`config.mk`:
```
export PLATFORM = sky130hd
export DESIGN_NAME = io_uart_tx_flat
export DESIGN_NICKNAME = d
export VERILOG_FILES = /design/src/rtl/io_uart_tx_if.sv /design/src/rtl/io_uart_tx.sv /design/src/flat_wrapper.sv
export SDC_FILE = /design/constraint.sdc
export NUM_CORES = 1
export LEC_CHECK = 0
export CAP_MARGIN = 20
export CORE_MARGIN = 2
export CORE_UTILIZATION = 45
export DETAILED_ROUTE_END_ITERATION = 8
export DONT_BUFFER_PORTS = 1
export PLACE_DENSITY = 0.7
export SYNTH_ARGS = -nofsm -noshare
export SYNTH_HDL_FRONTEND = slang
export SYNTH_SLANG_ARGS = --single-unit
```
`constraint.sdc`:
```
create_clock -name clk -period 3.1 [get_ports clk]
set_clock_uncertainty 0.1 [all_clocks]
set_input_delay 0.31 -clock clk [delete_from_list [all_inputs] [get_ports clk]]
set_output_delay 0.31 -clock clk [all_outputs]
set_load 0.02 [all_outputs]
```
`src/rtl/io_uart_tx_if.sv`:
```
// CPU I/O bus as seen by a memory-mapped peripheral: address, write data,
// write strobe, and combinational read data back to the core.
interface io_uart_tx_if;
    logic [7:0] io_bus_addr;
    logic [7:0] io_bus_dout;
    logic       io_bus_we;
    logic [7:0] io_bus_din;

    modport master (
        output io_bus_addr,
        output io_bus_dout,
        output io_bus_we,
        input  io_bus_din
    );

    modport slave (
        input  io_bus_addr,
        input  io_bus_dout,
        input  io_bus_we,
        output io_bus_din
    );
endinterface

```
`src/rtl/io_uart_tx.sv`:
```
// Memory-mapped 8N1 UART transmitter: bus writes feed a small FIFO that a
// start/data/stop FSM drains onto a registered tx line.
module io_uart_tx #(
    parameter logic [7:0] DATA_ADDR    = 8'hF0,
    parameter logic [7:0] STATUS_ADDR  = 8'hF1,
    parameter int         CLKS_PER_BIT = 16,
    parameter int         FIFO_DEPTH   = 8
) (
    input  logic        clk,
    input  logic        rst,
    io_uart_tx_if.slave bus,
    output logic        tx,
    output logic        fifo_full,
    output logic        busy
);
    localparam int PW = $clog2(FIFO_DEPTH);
    localparam int CW = PW + 1;
    localparam int BW = (CLKS_PER_BIT > 1) ? $clog2(CLKS_PER_BIT) : 1;
    localparam logic [BW-1:0] BAUD_LAST = BW'(CLKS_PER_BIT - 1);
    localparam logic [CW-1:0] FULL_CNT  = CW'(FIFO_DEPTH);

    typedef enum logic [1:0] {S_IDLE, S_START, S_DATA, S_STOP} state_e;

    logic [7:0]    mem_q [FIFO_DEPTH];
    logic [PW-1:0] wr_ptr_q, rd_ptr_q;
    logic [CW-1:0] count_q;
    logic          overflow_q;

    state_e        state_q, state_d;
    logic [BW-1:0] baud_q, baud_d;
    logic [2:0]    bit_q, bit_d;
    logic [7:0]    shift_q, shift_d;
    logic          tx_q, tx_d;

    logic       fifo_empty, push_req, push_ok, pop, clr_ovf;
    logic [7:0] status;

    assign fifo_empty = (count_q == '0);
    assign fifo_full  = (count_q == FULL_CNT);
    assign busy       = (state_q != S_IDLE);
    assign tx         = tx_q;

    assign push_req = bus.io_bus_we && (bus.io_bus_addr == DATA_ADDR);
    // A pop in the same cycle frees the slot being written, so a full FIFO still accepts.
    assign push_ok  = push_req && (!fifo_full || pop);
    assign clr_ovf  = bus.io_bus_we && (bus.io_bus_addr == STATUS_ADDR);

    assign status         = {4'b0000, overflow_q, busy, fifo_empty, fifo_full};
    assign bus.io_bus_din = (bus.io_bus_addr == STATUS_ADDR) ? status : 8'h00;

    always_ff @(posedge clk) begin
        if (push_ok) mem_q[wr_ptr_q] <= bus.io_bus_dout;
    end

    always_ff @(posedge clk) begin
        if (rst) begin
            wr_ptr_q   <= '0;
            rd_ptr_q   <= '0;
            count_q    <= '0;
            overflow_q <= 1'b0;
        end else begin
            if (push_ok) wr_ptr_q <= wr_ptr_q + PW'(1);
            if (pop)     rd_ptr_q <= rd_ptr_q + PW'(1);
            case ({push_ok, pop})
                2'b10:   count_q <= count_q + CW'(1);
                2'b01:   count_q <= count_q - CW'(1);
                default: count_q <= count_q;
            endcase
            if (push_req && !push_ok) overflow_q <= 1'b1;
            else if (clr_ovf)         overflow_q <= 1'b0;
        end
    end

    always_ff @(posedge clk) begin
        if (rst) begin
            state_q <= S_IDLE;
            baud_q  <= '0;
            bit_q   <= '0;
            shift_q <= '0;
            tx_q    <= 1'b1;
        end else begin
            state_q <= state_d;
            baud_q  <= baud_d;
            bit_q   <= bit_d;
            shift_q <= shift_d;
            tx_q    <= tx_d;
        end
    end

    always_comb begin
        state_d = state_q;
        baud_d  = baud_q;
        bit_d   = bit_q;
        shift_d = shift_q;
        pop     = 1'b0;
        tx_d    = 1'b1;
        case (state_q)
            S_IDLE: begin
                tx_d = 1'b1;
                if (!fifo_empty) begin
                    pop     = 1'b1;
                    shift_d = mem_q[rd_ptr_q];
                    baud_d  = '0;
                    state_d = S_START;
                end
            end
            S_START: begin
                tx_d = 1'b0;
                if (baud_q == BAUD_LAST) begin
                    baud_d  = '0;
                    bit_d   = '0;
                    state_d = S_DATA;
                end else begin
                    baud_d = baud_q + BW'(1);
                end
            end
            S_DATA: begin
                tx_d = shift_q[0];
                if (baud_q == BAUD_LAST) begin
                    baud_d  = '0;
                    shift_d = {1'b0, shift_q[7:1]};
                    if (bit_q == 3'd7) state_d = S_STOP;
                    else               bit_d   = bit_q + 3'd1;
                end else begin
                    baud_d = baud_q + BW'(1);
                end
            end
            S_STOP: begin
                tx_d = 1'b1;
                if (baud_q == BAUD_LAST) begin
                    baud_d = '0;
                    // Chain straight into the next start bit to avoid an idle gap.
                    if (!fifo_empty) begin
                        pop     = 1'b1;
                        shift_d = mem_q[rd_ptr_q];
                        state_d = S_START;
                    end else begin
                        state_d = S_IDLE;
                    end
                end else begin
                    baud_d = baud_q + BW'(1);
                end
            end
            default: state_d = S_IDLE;
        endcase
    end
endmodule

```
`src/flat_wrapper.sv`:
```
// flat-port wrapper written by rule: the top's interface ports become plain ports
module io_uart_tx_flat 
#(
    parameter logic [7:0] DATA_ADDR    = 8'hF0,
    parameter logic [7:0] STATUS_ADDR  = 8'hF1,
    parameter int         CLKS_PER_BIT = 16,
    parameter int         FIFO_DEPTH   = 8
)
  (clk, rst, tx, fifo_full, busy, bus_io_bus_addr, bus_io_bus_dout, bus_io_bus_we, bus_io_bus_din);
  io_uart_tx_if bus_i ();
  input  logic clk;
  input  logic rst;
  output logic tx;
  output logic fifo_full;
  output logic busy;
  input wire logic [$bits(bus_i.io_bus_addr)-1:0] bus_io_bus_addr;
  input wire logic [$bits(bus_i.io_bus_dout)-1:0] bus_io_bus_dout;
  input wire logic [$bits(bus_i.io_bus_we)-1:0] bus_io_bus_we;
  output wire logic [$bits(bus_i.io_bus_din)-1:0] bus_io_bus_din;
  assign bus_i.io_bus_addr = bus_io_bus_addr;
  assign bus_i.io_bus_dout = bus_io_bus_dout;
  assign bus_i.io_bus_we = bus_io_bus_we;
  assign bus_io_bus_din = bus_i.io_bus_din;
  io_uart_tx #(.DATA_ADDR(DATA_ADDR), .STATUS_ADDR(STATUS_ADDR), .CLKS_PER_BIT(CLKS_PER_BIT), .FIFO_DEPTH(FIFO_DEPTH)) u_core (.clk(clk), .rst(rst), .bus(bus_i), .tx(tx), .fifo_full(fifo_full), .busy(busy));
endmodule
```
**Supply network**

Scale: 4 px per um. Pins as bars on the die edge.
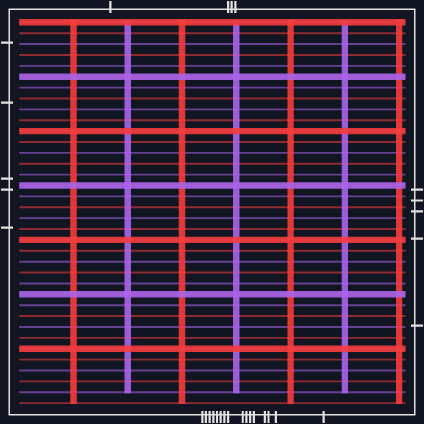
[purple] VDD
[red] VSS
met1 rails: 36
met4 straps: 7
signal pins: 30
rows: 35
Max IR drop VDD: 0.000341 V
Placeable Area: 0.00920 mm^2
die width: 101 um

**The metal 2 layer**

Scale: 4 px per um.
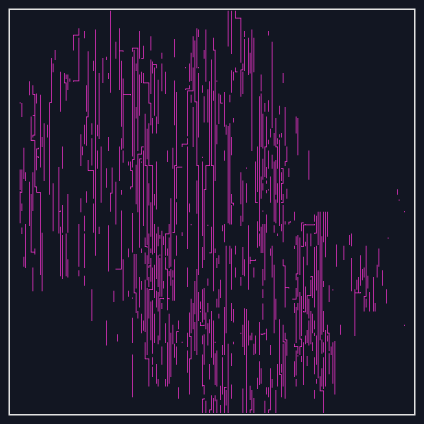
share of all routed wire: 50%
main direction: vertical
nets with wire on the layer: 308
wire length on this layer: 3,810 um
longest straight run: 56.4 um
met2 Track Usage GR: 27.1%
routed vias: 2,509

==> flow_summary.toml <==
# synthesis and place-and-route metrics
[timing]
fin_crit_ns = 2.64
max_slew_margin_pct = 46.4
drv_slew = 0
finalHoldViolations = 0
finalSetupTns_ns = 0
worstMarginPinSlew_ns = 0.803
rsz0062_at_grt = "no"
clock.fmax_ghz = 0.379
setup_viol = 0
setup_ws_ns = 0.461
fin_crit_sh_pct = 85.1

[yosys]
netlist.area_leader.share_pct = 45.4
synthArstFlopShare_pct = 0
synth_area_per_cell_um2 = 14.0
top_cells_by_area = "edfxtp_1, dfxtp_1, mux4_2"
ys_seq_share_pct = 60.5
yosysWarnings = 0
yosysChipArea_mm2 = 0.00423
synthFlopType = "edfxtp_1"
edf_count = 64
ys_ff = 96
yosys_cells = 302
synthCells = 302
synth_area_mm2 = 0.00423
synth.distinct_cells = 59
yosysTopAreaCell = "edfxtp_1"

[placed_design]
dp_hpwl_mm = 5.07
gp_congestion = 0.808
dp_cells = 412
pre_cts_ws_ns = 0.511
dpl_cell_area_mm2 = 0.00438
portBuffers = 0

[power_and_ir_drop]
switching_share_pct = 34.3
pwr-share-comb_pct = 29.9
power.group.top = "sequential cells"
clock_power_mw = 0.820
p_comb_mw = 1.03
p_int_mw = 2.27
p_switching_mw = 1.18
total_power_mw = 3.45
power_frac_seq_pct = 46.4
leakage_nw = 1.56
clkPwrFrac_pct = 23.8

[cells_and_area]
layout-drive-gt1-share_pct = 19.0
diodes = 0
stdcell_area_mm2 = 0.00467
fin_nets = 353
final_cells = 437
synthToLayoutAreaGrowth_pct = 10.4

[detailed_routing]
wl_per_cell_um = 17.5
drt_iter0_markers = 136
ant_nets = 0
wl_mm = 7.64
drt-pass1-iter-count = 4
viasPerCell = 5.74

[critical_path]
worstPathRequired_ns = 3.25
cpPeakStageDelay_ns = 0.41
cp_max_fo = 10
r2r_cells = 11
cp.depth = 11
reg2reg_slack_ns = 0.46
r2r_start = "u_core.state_q[0]$_SDFFE_PP0P_"
r2r-end = "u_core.count_q[3]$_SDFFE_PP0P_"
slowest_stage = "dfxtp_1"
path_cells = "inv_1 > ha_1 > a41oi_1 > nor3_1 > nand2_1 > inv_1 > ha_1 > a21o_2 > a21oi_1 > nand4bb_1 > nand4_1"
critPathLaunchType = "flop"
path_class = "reg -> reg"
crit_arrival_ns = 2.79
crit_family = "AND-OR/OR-AND gates"
end_kind = "flop"

[clock_tree]
post-cts-setup-buffers = 0
clk_latency_ns = 0.37
clockRootBuffer = "clkbuf_8"
path_clk_slew_ns = 0.10
cts_buffers = 9
cts_num_sinks = 96
htreeDepth = 3
cts_buffer_depth = 2
cts_tree = "yes"

[grt]
antenna_found_initial = 0
grt_first_pass_wirelength_mm = 12.5
grt_max_degree = 21
grt_use_total_pct = 16.4
grt_overflow = 0
grt_pass1_vias = 2459

[worst_hold_path]
hold_path_startpoint = "rst"
min_path_cells = 2
worstHoldEndpoint = "u_core.count_q[1]$_SDFFE_PP0P_"
min_path_type = "in -> reg"

[run]
drv_cap = 0
warnings = 30

[outcome]
status = "completed"

[floorplan]
initCoreUtil_pct = 46.0
pin_count = 30
num_rows = 35
**Sequential cells coloured by netlist name**

Scale: 4 px per um. Other sequential cells in the stronger grey, the rest of the logic in the fainter grey.
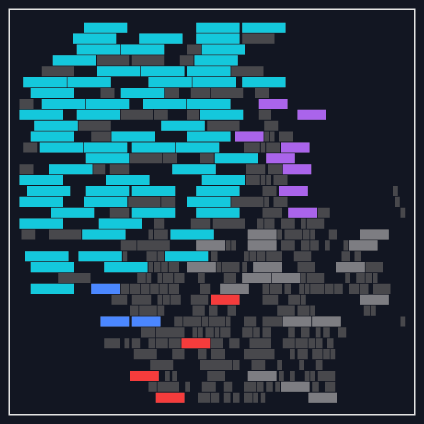
[purple] u_core.shift_q | placed flops: 8
[cyan] u_core.mem_q | placed flops: 64
[red] u_core.count_q | placed flops: 4 | where: south
[blue] u_core.wr_ptr_q | placed flops: 3
fin util: 50.8%
Seq/total area: 54.8%
Seq group: 1.60 mW
register area: 0.00256 mm^2

## logic make-up (layout without fill, tap and decap cells)
kind of cell | after synthesis | after routing | synth area share, %
flops | 96 | 96 | 60.5
simple gates | 90 | 90 | 11.8
compound gates | 44 | 44 | 7.77
mux | 29 | 29 | 12.1
buf+inv | 25 | 46 | 2.90
fa+ha+maj | 13 | 13 | 4.02
xor+xnor | 4 | 4 | 0.828
other cells | 1 | 4 | 0.0886
## synth_stat cells (6+ instances only)
cell / count
nand3_1: 8
dfxtp_1: 32
mux4_2: 16
ha_1: 12
a21oi_1: 11
nor3_1: 6
mux2i_1: 9
inv_1: 10
o21ai_0: 6
nand2_1: 10
nor2_1: 30
edfxtp_1: 64
nand2b_1: 7
a221o_1: 7
## repair_timing
action | in CTS | in global routing
setup endpoints to repair | 0 | 0
hold buffers | 9 | 0
endpoints found under the hold margin | 83 | 0
gates resized | 0 | 0
## layout by cell type, fill, tap and decap left out, drive strengths merged, types with 8 or more instances in the layout
| cell | synthesis | final |
|---|---|---|
| a21oi | 12 | 12 |
| buf | 10 | 11 |
| clkbuf | 5 | 9 |
| dfxtp | 32 | 32 |
| dlygate4sd3 | 0 | 9 |
| edfxtp | 64 | 64 |
| ha | 12 | 12 |
| inv | 10 | 15 |
| mux2i | 10 | 10 |
| mux4 | 16 | 16 |
| nand2 | 10 | 10 |
| nand3 | 8 | 8 |
| nor2 | 30 | 30 |
## metal layers
metal	vias up	part of all wire (%)	GRT usage, %
met5	-	0	0
met4	0	2.1	6.96
met3	13	5.0	3.81
met2	65	50	27.1
met1	1231	43	20.7
li1	1200	-	-
## per-stage QoR
stage          hold slack, ns  util (%)
2_1_floorplan           0.309         -
3_3_place_gp            0.281      47.6
3_5_place_dp            0.284      47.6
4_1_cts               0.00767      50.8
5_1_grt                0.0178      50.8
6_report               0.0253      50.8
## registers in the layout, indices dropped and copies added (netlist names), named ones only
register / flops
u_core.rd_ptr_q: 3
u_core.baud_q: 4
u_core.mem_q: 64
u_core.shift_q: 8
u_core.state_q: 2
u_core.overflow_q: 1
u_core.bit_q: 3
u_core.count_q: 4
u_core.wr_ptr_q: 3
u_core.tx: 1
## how the worst max path moves through the flow
| stage | from | endpoint | slack [ns] |
|---|---|---|---|
| after floorplan | u_core.state_q[0]$_SDFFE_PP0P_ | u_core.mem_q[0][0]$_DFFE_PP_ | 0.46 |
| after global placement | bus_io_bus_addr[1] | u_core.count_q[3]$_SDFFE_PP0P_ | 0.58 |
| after detailed placement | u_core.state_q[0]$_SDFFE_PP0P_ | u_core.count_q[3]$_SDFFE_PP0P_ | 0.51 |
| after CTS | u_core.state_q[0]$_SDFFE_PP0P_ | u_core.count_q[3]$_SDFFE_PP0P_ | 0.48 |
| after global routing | u_core.state_q[1]$_SDFFE_PP0P_ | u_core.count_q[3]$_SDFFE_PP0P_ | 0.20 |
| final | u_core.state_q[0]$_SDFFE_PP0P_ | u_core.count_q[3]$_SDFFE_PP0P_ | 0.46 |
## final cells by class
class	count	area (um^2)
repair buffers	20	173
clock buffers	9	124
multi-input cells	184	1560
inverters	10	37.5
well taps	111	139
fillers	767	4520
clock inverters	7	78.8
flip-flops and latches	96	2560
No activity file was given, so power comes from the tool's default toggle rates.
